==> images/clk_routes.png <==
Scale bar: 100 µm.
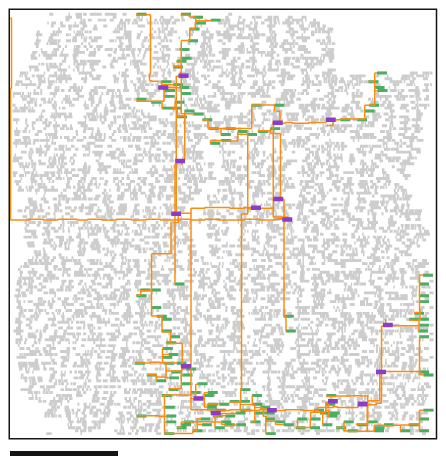
==> images/placement_by_type.png <==
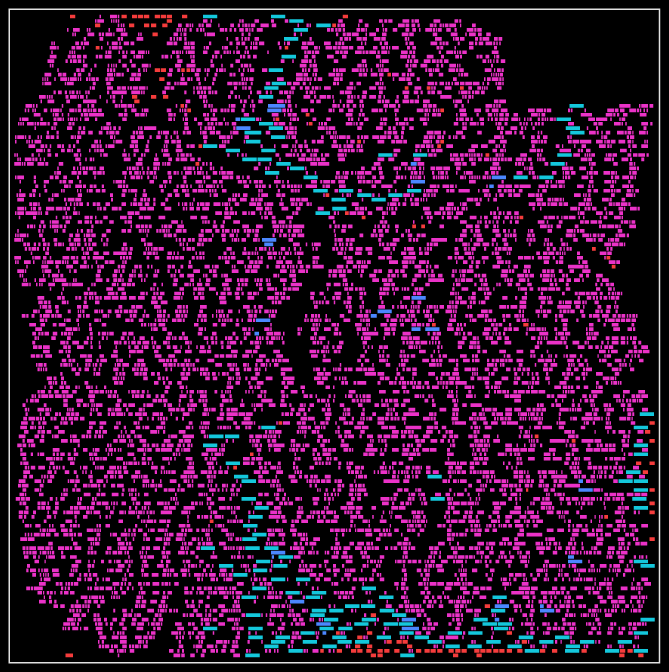
==> images/flops_by_reg.png <==
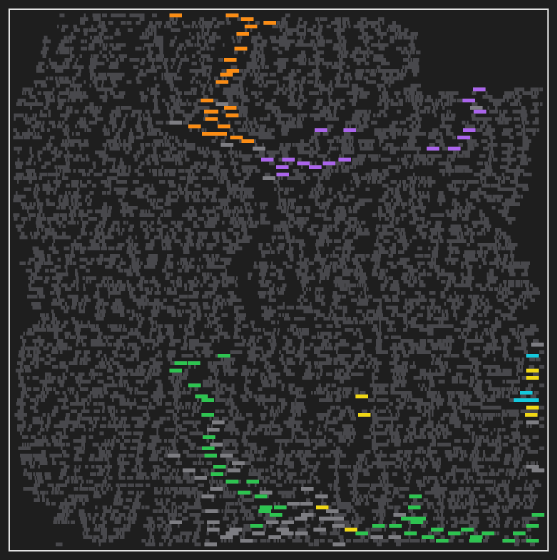
==> images/clocks.png <==
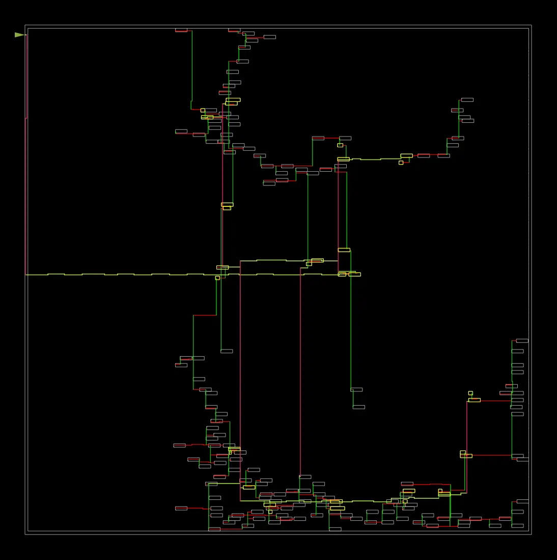
--- src/rtl/cordic_ppl_param_pkg.sv ---
// Shared CORDIC constants in Q0.32 and the helper that reduces them to a FRAC-bit fraction.
package cordic_ppl_param_pkg;

  // 0.6072529350 (gain compensation), pi and pi/2, all scaled by 2^32
  localparam logic [63:0] K_Q32    = 64'h0000_0000_9B74_EDA8;
  localparam logic [63:0] PI_Q32   = 64'h0000_0003_243F_6A89;
  localparam logic [63:0] PI_2_Q32 = 64'h0000_0001_921F_B544;

  // atan(2^-i) scaled by 2^32; beyond i=10 it equals 2^-i to within half an LSB
  function automatic logic [63:0] atan_q32(input int unsigned i);
    case (i)
      0:       return 64'hC90F_DAA2;
      1:       return 64'h76B1_9C16;
      2:       return 64'h3EB6_EBF2;
      3:       return 64'h1FD5_BA9B;
      4:       return 64'h0FFA_ADDC;
      5:       return 64'h07FF_556F;
      6:       return 64'h03FF_EAAB;
      7:       return 64'h01FF_FD55;
      8:       return 64'h00FF_FFAB;
      9:       return 64'h007F_FFF5;
      10:      return 64'h003F_FFFF;
      default: return 64'd1 << (32 - i);
    endcase
  endfunction

  // Q0.32 -> FRAC fractional bits, rounding half up
  function automatic logic [63:0] cordic_q(input logic [63:0] val_q32, input int unsigned frac);
    if (frac >= 32) begin
      return val_q32 << (frac - 32);
    end
    return (val_q32 + (64'd1 << (31 - frac))) >> (32 - frac);
  endfunction

endpackage

--- src/rtl/cordic_ppl_param_stage.sv ---
// One pipeline stage: COUNT unrolled micro-rotations followed by a clk_en/valid-gated register.
// The last stage of the chain also applies the quadrant-correcting negate before registering.
module cordic_ppl_param_stage
  import cordic_ppl_param_pkg::*;
#(
  parameter int unsigned WL         = 22,
  parameter int unsigned FRAC       = 19,
  parameter int unsigned FIRST_ITER = 0,
  parameter int unsigned COUNT      = 8,
  parameter int unsigned TAG_W      = 4,
  parameter bit          NEG_OUT    = 1'b0
) (
  input  logic                 clock,
  input  logic                 aclr_n,
  input  logic                 clk_en_i,
  input  logic                 valid_i,
  input  logic signed [WL-1:0] x_i,
  input  logic signed [WL-1:0] y_i,
  input  logic signed [WL-1:0] z_i,
  input  logic                 neg_i,
  input  logic                 ovf_i,
  input  logic [TAG_W-1:0]     tag_i,
  output logic                 valid_o,
  output logic signed [WL-1:0] x_o,
  output logic signed [WL-1:0] y_o,
  output logic signed [WL-1:0] z_o,
  output logic                 neg_o,
  output logic                 ovf_o,
  output logic [TAG_W-1:0]     tag_o
);

  function automatic logic [WL-1:0] atan_c(input int unsigned i);
    logic [63:0] full;
    full = cordic_q(atan_q32(i), FRAC);
    return full[WL-1:0];
  endfunction

  logic signed [WL-1:0] x_d, y_d, z_d, x_sh, y_sh;
  logic signed [WL-1:0] x_r, y_r;

  // Unrolled micro-rotations; d = +1 while the residual angle is non-negative
  always_comb begin
    x_d  = x_i;
    y_d  = y_i;
    z_d  = z_i;
    x_sh = '0;
    y_sh = '0;
    for (int unsigned k = 0; k < COUNT; k++) begin
      x_sh = x_d >>> (FIRST_ITER + k);
      y_sh = y_d >>> (FIRST_ITER + k);
      if (z_d[WL-1]) begin
        x_d = x_d + y_sh;
        y_d = y_d - x_sh;
        z_d = z_d + atan_c(FIRST_ITER + k);
      end else begin
        x_d = x_d - y_sh;
        y_d = y_d + x_sh;
        z_d = z_d - atan_c(FIRST_ITER + k);
      end
    end
  end

  // Undo the +-pi fold from the input stage (final stage only)
  always_comb begin
    x_r = x_d;
    y_r = y_d;
    if (NEG_OUT && neg_i) begin
      x_r = -x_d;
      y_r = -y_d;
    end
  end

  // Valid shifts on every enabled cycle; the operation's data only moves with it
  always_ff @(posedge clock or negedge aclr_n) begin
    if (!aclr_n) begin
      valid_o <= 1'b0;
      x_o     <= '0;
      y_o     <= '0;
      z_o     <= '0;
      neg_o   <= 1'b0;
      ovf_o   <= 1'b0;
      tag_o   <= '0;
    end else if (clk_en_i) begin
      valid_o <= valid_i;
      if (valid_i) begin
        x_o   <= x_r;
        y_o   <= y_r;
        z_o   <= z_d;
        neg_o <= neg_i;
        ovf_o <= ovf_i;
        tag_o <= tag_i;
      end
    end
  end

endmodule

--- src/rtl/cordic_ppl_param.sv ---
// Pipelined CORDIC rotator: cos/sin of a fixed-point angle over [-pi, pi].
// Input range-reduction register, then NSTAGE rotation stages; the last one also negates.
module cordic_ppl_param
  import cordic_ppl_param_pkg::*;
#(
  parameter int unsigned WL             = 22,
  parameter int unsigned FRAC           = 19,
  parameter int unsigned N_ITER         = 16,
  parameter int unsigned ITER_PER_STAGE = 8,
  parameter int unsigned TAG_W          = 4
) (
  input  logic                 clock,
  input  logic                 aclr_n,
  input  logic                 clk_en,
  input  logic                 in_valid,
  input  logic signed [WL-1:0] in_angle,
  input  logic [TAG_W-1:0]     in_tag,
  output logic                 out_valid,
  output logic signed [WL-1:0] out_cos,
  output logic signed [WL-1:0] out_sin,
  output logic [TAG_W-1:0]     out_tag,
  output logic                 out_ovf
);

  localparam int unsigned NSTAGE = N_ITER / ITER_PER_STAGE;

  function automatic logic [WL-1:0] q_const(input logic [63:0] v);
    logic [63:0] full;
    full = cordic_q(v, FRAC);
    return full[WL-1:0];
  endfunction

  localparam logic signed [WL-1:0] PI   = q_const(PI_Q32);
  localparam logic signed [WL-1:0] PI_2 = q_const(PI_2_Q32);
  localparam logic signed [WL-1:0] K    = q_const(K_Q32);

  if (ITER_PER_STAGE == 0 || N_ITER == 0 || (N_ITER % ITER_PER_STAGE) != 0) begin : g_bad_div
    $error("N_ITER must be a non-zero multiple of ITER_PER_STAGE");
  end
  if (N_ITER > FRAC || N_ITER > 32) begin : g_bad_iter
    $error("N_ITER must not exceed FRAC or 32");
  end
  if (WL < FRAC + 3) begin : g_bad_wl
    $error("WL-FRAC must be at least 3 so that +-pi fits");
  end
  if (TAG_W < 1) begin : g_bad_tag
    $error("TAG_W must be at least 1");
  end

  logic signed [WL-1:0] a_sat, z_in;
  logic                 neg_in, ovf_in;

  // Clamp to [-pi, pi], then fold |a| > pi/2 into the right half-plane and remember to negate
  always_comb begin
    a_sat  = in_angle;
    ovf_in = 1'b0;
    if (in_angle > PI) begin
      a_sat  = PI;
      ovf_in = 1'b1;
    end else if (in_angle < -PI) begin
      a_sat  = -PI;
      ovf_in = 1'b1;
    end
    z_in   = a_sat;
    neg_in = 1'b0;
    if (a_sat > PI_2) begin
      z_in   = a_sat - PI;
      neg_in = 1'b1;
    end else if (a_sat < -PI_2) begin
      z_in   = a_sat + PI;
      neg_in = 1'b1;
    end
  end

  logic                 valid_c [NSTAGE+1];
  logic signed [WL-1:0] x_c     [NSTAGE+1];
  logic signed [WL-1:0] y_c     [NSTAGE+1];
  logic signed [WL-1:0] z_c     [NSTAGE+1];
  logic                 neg_c   [NSTAGE+1];
  logic                 ovf_c   [NSTAGE+1];
  logic [TAG_W-1:0]     tag_c   [NSTAGE+1];

  logic                 valid0_q, neg0_q, ovf0_q;
  logic signed [WL-1:0] z0_q;
  logic [TAG_W-1:0]     tag0_q;

  // Input register; x always starts at K and y at 0, so only z and the flags are stored
  always_ff @(posedge clock or negedge aclr_n) begin
    if (!aclr_n) begin
      valid0_q <= 1'b0;
      z0_q     <= '0;
      neg0_q   <= 1'b0;
      ovf0_q   <= 1'b0;
      tag0_q   <= '0;
    end else if (clk_en) begin
      valid0_q <= in_valid;
      if (in_valid) begin
        z0_q   <= z_in;
        neg0_q <= neg_in;
        ovf0_q <= ovf_in;
        tag0_q <= in_tag;
      end
    end
  end

  // Reset leaves x at 0 too, matching an all-zero register file
  logic valid_seen_q;
  always_ff @(posedge clock or negedge aclr_n) begin
    if (!aclr_n) begin
      valid_seen_q <= 1'b0;
    end else if (clk_en && in_valid) begin
      valid_seen_q <= 1'b1;
    end
  end

  assign valid_c[0] = valid0_q;
  assign x_c[0]     = valid_seen_q ? K : '0;
  assign y_c[0]     = '0;
  assign z_c[0]     = z0_q;
  assign neg_c[0]   = neg0_q;
  assign ovf_c[0]   = ovf0_q;
  assign tag_c[0]   = tag0_q;

  for (genvar s = 0; s < NSTAGE; s++) begin : g_stage
    cordic_ppl_param_stage #(
      .WL        (WL),
      .FRAC      (FRAC),
      .FIRST_ITER(s * ITER_PER_STAGE),
      .COUNT     (ITER_PER_STAGE),
      .TAG_W     (TAG_W),
      .NEG_OUT   (s == NSTAGE - 1)
    ) u_stage (
      .clock   (clock),
      .aclr_n  (aclr_n),
      .clk_en_i(clk_en),
      .valid_i (valid_c[s]),
      .x_i     (x_c[s]),
      .y_i     (y_c[s]),
      .z_i     (z_c[s]),
      .neg_i   (neg_c[s]),
      .ovf_i   (ovf_c[s]),
      .tag_i   (tag_c[s]),
      .valid_o (valid_c[s+1]),
      .x_o     (x_c[s+1]),
      .y_o     (y_c[s+1]),
      .z_o     (z_c[s+1]),
      .neg_o   (neg_c[s+1]),
      .ovf_o   (ovf_c[s+1]),
      .tag_o   (tag_c[s+1])
    );
  end

  assign out_valid = valid_c[NSTAGE];
  assign out_cos   = x_c[NSTAGE];
  assign out_sin   = y_c[NSTAGE];
  assign out_tag   = tag_c[NSTAGE];
  assign out_ovf   = ovf_c[NSTAGE];

endmodule

--- config.mk ---
export PLATFORM = sky130hd
export DESIGN_NAME = cordic_ppl_param
export DESIGN_NICKNAME = d
export VERILOG_FILES = /design/src/rtl/cordic_ppl_param_pkg.sv /design/src/rtl/cordic_ppl_param_stage.sv /design/src/rtl/cordic_ppl_param.sv
export SDC_FILE = /design/constraint.sdc
export NUM_CORES = 2
export LEC_CHECK = 0
export ABC_CLOCK_PERIOD_IN_PS = 32500
export CAP_MARGIN = 20
export CORE_AREA = 2 2 393 395
export DETAILED_ROUTE_END_ITERATION = 12
export DIE_AREA = 0 0 395 397
export PLACE_DENSITY_LB_ADDON = 0.05
export SLEW_MARGIN = 10
export SYNTH_ARGS = -nofsm -noshare
export SYNTH_HDL_FRONTEND = slang
export SYNTH_HIERARCHICAL = 1
export SYNTH_SLANG_ARGS = --single-unit
--- constraint.sdc ---
create_clock -name clock -period 32.5 [get_ports clock]
set_input_delay 3.25 -clock clock [delete_from_list [all_inputs] [get_ports clock]]
set_output_delay 3.25 -clock clock [all_outputs]
set_load 0.02 [all_outputs]
==> results.yml <==
# generated from flow reports
run_status:
  status: "completed"
final_layout:
  comb_area_share_pct: 83.61
  largest_class: "combinational gates"
  logic_area_mm2: 0.05241
  clkCellAreaFrac_pct: 0.9821
  syn_to_final_growth_pct: 6.646
timing:
  rsz0062_at_grt: "false"
  slew-limit-headroom_pct: 31.53
  drv_slew: 0
setup_path:
  critPathKind: "flip-flop to flip-flop"
  cpMaxStageDelayCell: "or4_1"
flow_run:
  warnings: 86
clock_tree:
  cts_setup_buffers: 0
  worstSkewPairLatency_ns: 0.53
routing:
  wl_per_cell_um: 18.78
  ant_nets: 0
floorplanning:
  fp.dieH_um: 397
global_routing:
  antenna_found_initial: 3
  grt.overflow.total: 0
  grt_pass1_vias: 52380
hold_path:
  hold_path.class: "flip-flop to flip-flop"
Back to the opening pictures, clk_routes.png:
clock wires: in orange, length 3980 µm. flip-flops: in green, count 148. clock drivers: in purple, count 17.
There are 18 routed clock nets.

Back to the opening pictures, placement_by_type.png:
remaining buffers and delay cells: in red, cells 121, share of their area 1.8%. sequential cells: in cyan, cells 148, share of their area 6.2%. combinational and other logic: in magenta, cells 7778, share of their area 91%. clock drivers and dummy loads: in blue, cells 32, share of their area 1.0%.

Back to the opening pictures, flops_by_reg.png:
`g_stage.u_stage/z_o`: in purple, flops 17. `g_stage.u_stage/y_o`: in green, flops 44. `g_stage.u_stage/tag_o`: in yellow, flops 8, where lower right. `z0_q`: in orange, flops 22, where top centre. `tag0_q`: in cyan, flops 4.
Another 53 sequential cells are not coloured.

Back to the opening pictures, clocks.png:
flop count: 148
clock sinks: 148
clock skew: 0.02805 ns
Layout clock buffers: 17

routing by layer:
layer,global-route usage [%],wire (µm),share of wire [%],vias up
li1,-,-,-,28770
met3,1.335,4829,2.5,120
met5,0,11,0.0058,-
met2,39.78,87840,46,876
met1,33.04,94190,50,26300
met4,4.519,3299,1.7,2
worst paths after layout:
| path | from | endpoint | slack [ns] | cells past startpoint |
|---|---|---|---|---|
| min in group asynchronous | aclr_n | g_stage[0].u_stage/x_o[21]$_DFFE_PN0P_ | 2.66 | 1 |
| worst max register to register | g_stage[0].u_stage/y_o[11]$_DFFE_PN0P_ | g_stage[1].u_stage/y_o[21]$_DFFE_PN0P_ | 2.78 | 124 |
| max in group asynchronous | aclr_n | z0_q[21]$_DFFE_PN0P_ | 28.58 | 2 |
| worst min-delay path | g_stage[1].u_stage/y_o[7]$_DFFE_PN0P_ | g_stage[1].u_stage/y_o[7]$_DFFE_PN0P_ | 0.49 | 2 |
| worst min register to register | g_stage[1].u_stage/y_o[7]$_DFFE_PN0P_ | g_stage[1].u_stage/y_o[7]$_DFFE_PN0P_ | 0.49 | 2 |
| worst max-delay path | g_stage[0].u_stage/y_o[11]$_DFFE_PN0P_ | g_stage[1].u_stage/y_o[21]$_DFFE_PN0P_ | 2.78 | 124 |
per-stage QoR:
step                      hold WS, ns  util [%]  setup slack, ns
after floorplan                0.4460         -            4.726
after global placement         0.4635     40.53            1.956
after detailed placement       0.4733     40.54            2.282
after CTS                      0.4915     40.94            2.120
after global routing           0.5117     40.98          0.02760
final                          0.4860     40.98            2.776
